## src/rtl/mc_pkg.sv

```systemverilog
// Shared encodings for the multi-cycle MIPS controller: states, opcodes,
// funct codes, select encodings and the decoded instruction class.
package mc_pkg;

   localparam logic [2:0] FETCH = 3'd0;
   localparam logic [2:0] DCD   = 3'd1;
   localparam logic [2:0] EXE   = 3'd2;
   localparam logic [2:0] MEM   = 3'd3;
   localparam logic [2:0] WB    = 3'd4;

   localparam logic [5:0] OP_RTYPE = 6'h00;
   localparam logic [5:0] OP_J     = 6'h02;
   localparam logic [5:0] OP_JAL   = 6'h03;
   localparam logic [5:0] OP_BEQ   = 6'h04;
   localparam logic [5:0] OP_ORI   = 6'h0D;
   localparam logic [5:0] OP_LUI   = 6'h0F;
   localparam logic [5:0] OP_LW    = 6'h23;
   localparam logic [5:0] OP_SW    = 6'h2B;

   localparam logic [5:0] FN_JR   = 6'h08;
   localparam logic [5:0] FN_ADDU = 6'h21;
   localparam logic [5:0] FN_SUBU = 6'h23;

   localparam logic [1:0] ALU_ADD = 2'b00;
   localparam logic [1:0] ALU_SUB = 2'b01;
   localparam logic [1:0] ALU_OR  = 2'b10;
   localparam logic [1:0] ALU_LUI = 2'b11;

   localparam logic [1:0] NPC_PC4  = 2'b00;
   localparam logic [1:0] NPC_BR   = 2'b01;
   localparam logic [1:0] NPC_JUMP = 2'b10;
   localparam logic [1:0] NPC_JR   = 2'b11;

   localparam logic [1:0] RD_RT = 2'b00;
   localparam logic [1:0] RD_RD = 2'b01;
   localparam logic [1:0] RD_RA = 2'b10;

   localparam logic [1:0] WD_ALU = 2'b00;
   localparam logic [1:0] WD_DM  = 2'b01;
   localparam logic [1:0] WD_PC4 = 2'b10;

   localparam logic [1:0] EXT_ZERO = 2'b00;
   localparam logic [1:0] EXT_SIGN = 2'b01;
   localparam logic [1:0] EXT_HIGH = 2'b10;

   typedef struct packed {
      logic rtype;
      logic subu;
      logic jr;
      logic ori;
      logic lw;
      logic sw;
      logic beq;
      logic lui;
      logic j;
      logic jal;
      logic illegal;
   } instrClass_t;

   typedef struct packed {
      logic       pcWr;
      logic       irWr;
      logic       gprWr;
      logic       dmWr;
      logic       aluSrc;
      logic [1:0] npcOp;
      logic [1:0] regDst;
      logic [1:0] wdSel;
      logic [1:0] aluOp;
      logic [1:0] extOp;
   } ctrl_t;

   function automatic logic isMemOp(instrClass_t c);
      return c.lw | c.sw;
   endfunction

endpackage

```

## src/rtl/mc_decode.sv

```systemverilog
// Pure combinational opcode/funct classifier.
// jal is recognised only when MC_CTRL_JAL_EN is defined.
module mc_decode
   import mc_pkg::*;
(
   input  logic [5:0]  op,
   input  logic [5:0]  funct,
   output instrClass_t cls
);

   always_comb begin
      cls = '0;
      unique case (1'b1)
         op == OP_RTYPE: begin
            unique case (1'b1)
               funct == FN_ADDU: cls.rtype = 1'b1;
               funct == FN_SUBU: begin
                  cls.rtype = 1'b1;
                  cls.subu  = 1'b1;
               end
               funct == FN_JR: cls.jr = 1'b1;
               default: cls.illegal = 1'b1;
            endcase
         end
         op == OP_ORI: cls.ori = 1'b1;
         op == OP_LW:  cls.lw  = 1'b1;
         op == OP_SW:  cls.sw  = 1'b1;
         op == OP_BEQ: cls.beq = 1'b1;
         op == OP_LUI: cls.lui = 1'b1;
         op == OP_J:   cls.j   = 1'b1;
`ifdef MC_CTRL_JAL_EN
         op == OP_JAL: cls.jal = 1'b1;
`endif
         default: cls.illegal = 1'b1;
      endcase
   end

endmodule

```

## src/rtl/mc_ctrl.sv

```systemverilog
// Multi-cycle MIPS control FSM with retired counter and sticky illegal flag.
// Define MC_CTRL_JAL_EN to execute jal in DCD instead of flagging it.
module mc_ctrl
   import mc_pkg::*;
(
   input  logic        clk,
   input  logic        rst,
   input  logic [5:0]  op,
   input  logic [5:0]  funct,
   input  logic        zero,
   output logic        PCWr,
   output logic        IRWr,
   output logic        GPRWr,
   output logic        DMWr,
   output logic        ALUSrc,
   output logic [1:0]  NPCOp,
   output logic [1:0]  RegDst,
   output logic [1:0]  WDSel,
   output logic [1:0]  ALUOp,
   output logic [1:0]  EXTOp,
   output logic [2:0]  state_o,
   output logic        illegal,
   output logic [31:0] retired
);

   logic [2:0]  state;
   logic [2:0]  nextState;
   logic [5:0]  opQ;
   logic [5:0]  functQ;
   logic [5:0]  curOp;
   logic [5:0]  curFunct;
   logic        retire;
   instrClass_t cls;
   ctrl_t       ctl;
   ctrl_t       ctlOut;

   // DCD decides on the live IR fields it is latching; later states use the copy
   assign curOp    = (state == DCD) ? op : opQ;
   assign curFunct = (state == DCD) ? funct : functQ;

   mc_decode uDecode (
      .op    (curOp),
      .funct (curFunct),
      .cls   (cls)
   );

   always_comb begin
      ctl       = '0;
      nextState = FETCH;
      unique case (1'b1)
         state == FETCH: begin
            ctl.pcWr  = 1'b1;
            ctl.irWr  = 1'b1;
            ctl.npcOp = NPC_PC4;
            nextState = DCD;
         end
         state == DCD: begin
            unique case (1'b1)
               cls.j: begin
                  ctl.pcWr  = 1'b1;
                  ctl.npcOp = NPC_JUMP;
               end
               cls.jr: begin
                  ctl.pcWr  = 1'b1;
                  ctl.npcOp = NPC_JR;
               end
               cls.jal: begin
                  ctl.pcWr   = 1'b1;
                  ctl.npcOp  = NPC_JUMP;
                  ctl.gprWr  = 1'b1;
                  ctl.regDst = RD_RA;
                  ctl.wdSel  = WD_PC4;
               end
               cls.illegal: nextState = FETCH;
               default: nextState = EXE;
            endcase
         end
         state == EXE: begin
            unique case (1'b1)
               cls.beq: begin
                  ctl.aluOp = ALU_SUB;
                  ctl.pcWr  = zero;
                  ctl.npcOp = NPC_BR;
               end
               isMemOp(cls): begin
                  ctl.aluSrc = 1'b1;
                  ctl.extOp  = EXT_SIGN;
                  ctl.aluOp  = ALU_ADD;
                  nextState  = MEM;
               end
               cls.ori: begin
                  ctl.aluSrc = 1'b1;
                  ctl.extOp  = EXT_ZERO;
                  ctl.aluOp  = ALU_OR;
                  nextState  = WB;
               end
               cls.lui: begin
                  ctl.aluSrc = 1'b1;
                  ctl.extOp  = EXT_HIGH;
                  ctl.aluOp  = ALU_LUI;
                  nextState  = WB;
               end
               cls.rtype: begin
                  ctl.aluOp = cls.subu ? ALU_SUB : ALU_ADD;
                  nextState = WB;
               end
               default: nextState = FETCH;
            endcase
         end
         state == MEM: begin
            ctl.dmWr  = cls.sw;
            nextState = cls.lw ? WB : FETCH;
         end
         state == WB: begin
            ctl.gprWr  = 1'b1;
            ctl.regDst = cls.rtype ? RD_RD : RD_RT;
            ctl.wdSel  = cls.lw ? WD_DM : WD_ALU;
         end
         default: nextState = FETCH;
      endcase
   end

   // Gating with rst kills any in-flight GPR/DM write the moment reset drops
   assign ctlOut = rst ? ctl : '0;

   assign PCWr    = ctlOut.pcWr;
   assign IRWr    = ctlOut.irWr;
   assign GPRWr   = ctlOut.gprWr;
   assign DMWr    = ctlOut.dmWr;
   assign ALUSrc  = ctlOut.aluSrc;
   assign NPCOp   = ctlOut.npcOp;
   assign RegDst  = ctlOut.regDst;
   assign WDSel   = ctlOut.wdSel;
   assign ALUOp   = ctlOut.aluOp;
   assign EXTOp   = ctlOut.extOp;
   assign state_o = state;

   assign retire = (nextState == FETCH)
                 && (state >= DCD) && (state <= WB)
                 && !((state == DCD) && cls.illegal);

   always_ff @(posedge clk or negedge rst) begin
      if (!rst) begin
         state   <= FETCH;
         opQ     <= '0;
         functQ  <= '0;
         illegal <= 1'b0;
         retired <= '0;
      end else begin
         state <= nextState;
         if (state == DCD) begin
            opQ    <= op;
            functQ <= funct;
         end
         if ((state == DCD) && cls.illegal)
            illegal <= 1'b1;
         if (retire)
            retired <= retired + 32'd1;
      end
   end

endmodule

```

## config.mk

```make
export PLATFORM = sky130hd
export DESIGN_NAME = mc_ctrl
export DESIGN_NICKNAME = d
export VERILOG_FILES = /design/src/rtl/mc_pkg.sv /design/src/rtl/mc_decode.sv /design/src/rtl/mc_ctrl.sv
export SDC_FILE = /design/constraint.sdc
export NUM_CORES = 1
export LEC_CHECK = 0
export CAP_MARGIN = 0
export CELL_PAD_IN_SITES_DETAIL_PLACEMENT = 1
export CELL_PAD_IN_SITES_GLOBAL_PLACEMENT = 1
export CORE_AREA = 2 2 105 107
export DETAILED_ROUTE_END_ITERATION = 10
export DIE_AREA = 0 0 107 109
export DONT_BUFFER_PORTS = 1
export HOLD_SLACK_MARGIN = 0.03
export PLACE_DENSITY_LB_ADDON = 0.1
export RECOVER_POWER = 100
export SETUP_SLACK_MARGIN = 0.02
export SYNTH_ARGS = -nofsm -noshare
export SYNTH_HDL_FRONTEND = slang
export SYNTH_HIERARCHICAL = 1
export SYNTH_SLANG_ARGS = --single-unit
export TNS_END_PERCENT = 30
```

## constraint.sdc

```tcl
create_clock -name clk -period 10.85 [get_ports clk]
set_input_delay 1.6275 -clock clk [delete_from_list [all_inputs] [get_ports clk]]
set_output_delay 1.6275 -clock clk [all_outputs]
set_load 0.05 [all_outputs]
```

Figure 1. Local utilization.
The die is cut into 11 by 11 equal tiles; white is low, dark blue is high, 0 to 100% covered.
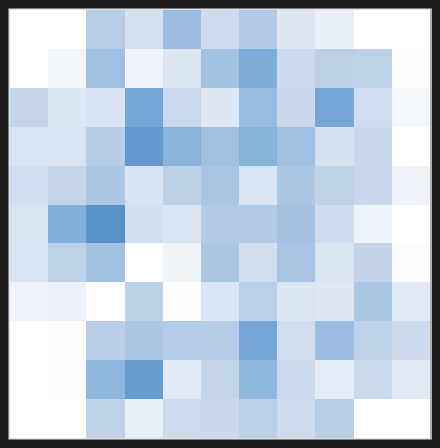
17% of the tiles are nearly empty. The fullest tile reaches 60%. The densest ninth of the die: north.

Figure 2. Placed cells, one colour a class.
Scale bar: 20 um. Fill, decap, tap and diode cells in grey.
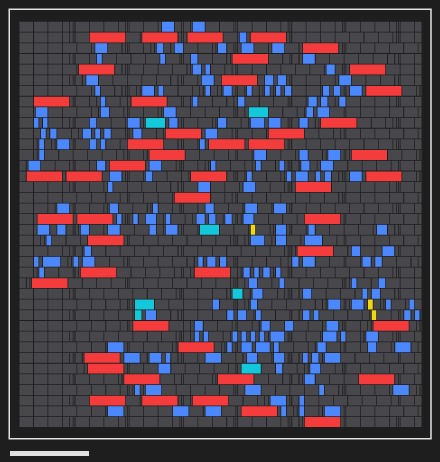
combinational and other logic: shown in blue, cells 204. other buffers and delay cells: shown in yellow, cells 3. flops: shown in red, cells 48. clock drivers and dummy loads: shown in cyan, cells 7.

Figure 3. Met1 routing.
Supply wires on this layer in grey.
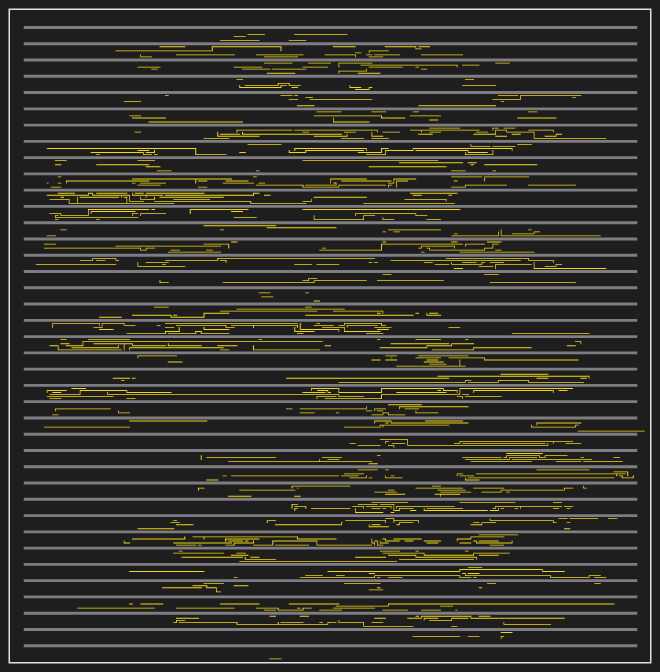
The wires run mostly horizontal. 253 nets have wire on it. The layer carries 3690 um of wire. The longest straight run is 40.0 um. The layer holds 49% of the routed length.

==> flow_summary.toml <==
# implementation run metrics
[cells_and_area]
layout_top_cells = "dfrtp_1, nor2_1, nand2_1"
area_delta_synth_final_pct = 6.50
inv_count = 5
largest_register_ffs = 32
nonClockBufferCount = 3
top_area_cell_class = "combinational gates"
nets = 278
seq_area_frac = 0.434
diodes = 0
nonClkBufAreaFrac = 0.00407
seq_area_mm2 = 0.00120
num-clock-buffers = 5
logic_gates = 199
nFillCells = 1230
stdcell_count = 402
nFlopsAndLatches = 48
final_cell_area_mm2 = 0.00277

[final_timing]
holdWs_ns = 0.502
min_period_over_period = 0.616
fin_ws_ns = 4.16
max-slew-margin-rel = -0.0380
clock_skew_ns = 0.0103
hold_viol = 0
rsz0062_at_grt = "false"
worst_pin_slew_ns = 1.55
maxSlewViolCount = 1

[route]
avgViaCountPerCell = 4.91
wl_met3_um = 392
postRouteAntennaNets = 0
highest_layer = "met4"
met1Wirelength_um = 3690
drt-total-wl_um = 7520
num_vias = 1973
wl_met2_um = 3330
drc_errors = 0

[setup_path]
rrSetupSlack_ns = 5.38
crit_path_end_kind = "output port"
required_ns = 9.22
path_cells = "nor3b_1 -> clkbuf_1 -> mux2_1 -> or4_1 -> or3_1 -> nor2_1 -> nor3_1 -> nor2_1 -> nor2_1 -> nor2_1"
path_max_fanout = 21
cp_slowest_cell = "dfrtp_1"
critPathCapture = "PCWr"
startpoint = "state_o[0]$_DFF_PN0_"
crit_arrival_ns = 5.06
path_depth = 10
crit_buf_inv = 1
rr_endpoint = "retired[20]$_DFFE_PN0P_"

[hold_path]
worst_hold_startpoint = "functQ[4]$_DFF_PN0_"
hold_path_depth = 1

[yosys]
syn_inst = 260
synth-edff-count = 0
synth_flops = 48
synth-async-reset-ratio = 1.00
ys_cells = 260
yosys-top-cells-count = "dfrtp_1, nor2_1, nand2_1, xor2_1"
largest_area_cell = "dfrtp_1"
area_leaders = "dfrtp_1, xor2_1, mux2_2"
top_logic_kind = "simple AND/OR/NAND/NOR gates"
yosys_area_mm2 = 0.00260
ys_sh_simple = 0.293
synth_top_area_share = 0.462
fp_nets = 276
synth-main-ff-cell = "dfrtp_1"

[global_route]
grt_pass1_vias = 2099
busiest_layer = "met2"
grt_pass1_wl_um = 12100
met2_usage = 0.209
grt_max_degree = 56
use_met3 = 0.0377

[job]
drv_cap = 1
tool_warnings = 26

[power_and_ir_drop]
pg_comb_uw = 195
power_density_mw_per_mm2 = 212
p_clk_frac = 0.190
clock_net_power_uw = 112
share_comb_of_total_power = 0.332
power.largest_group = "sequential cells"
p_leak_uw = 0.00112
pg_seq_uw = 281
seq_power_share = 0.478

[clocking]
cts_hold_buf = 0
root_buffer = "clkbuf_8"
clock_path_buffers = 2
htreeDepth = 2
cts_buffers = 5
cts_tree = "done"
postCtsResizedCells = 0
cts_sinks = 48
clock_latency_ns = 0.32
postCtsSetupRepairBufs = 0

[outcome]
outcome = "complete, but fails checks"
violations = "max-capacitance violations, max-slew violations"

[place]
placedCellCount = 395
post-place-ws_ns = 5.18
numPortBuffers = 0

[floorplanning]
die_area_mm2 = 0.0117
num_rows = 38
dieWidth_um = 107
ios = 66
Figure 4. Port wiring.
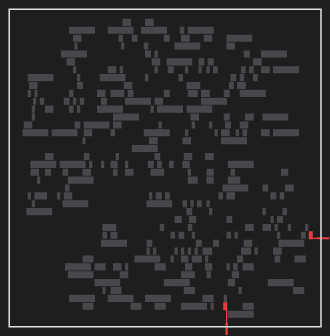
EXTOp: shown in red, direction output, edge 1 east, 1 south, end cells 2, buffers 0, wire 9.20 um.

Figure 5. Track usage over the die.
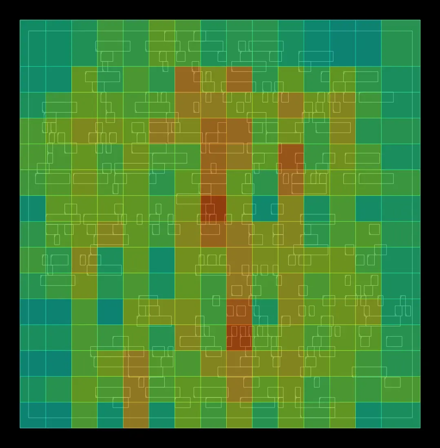
Core Util, Final: 0.261
Tot GR Track Use: 0.137
GR Util met1: 0.188

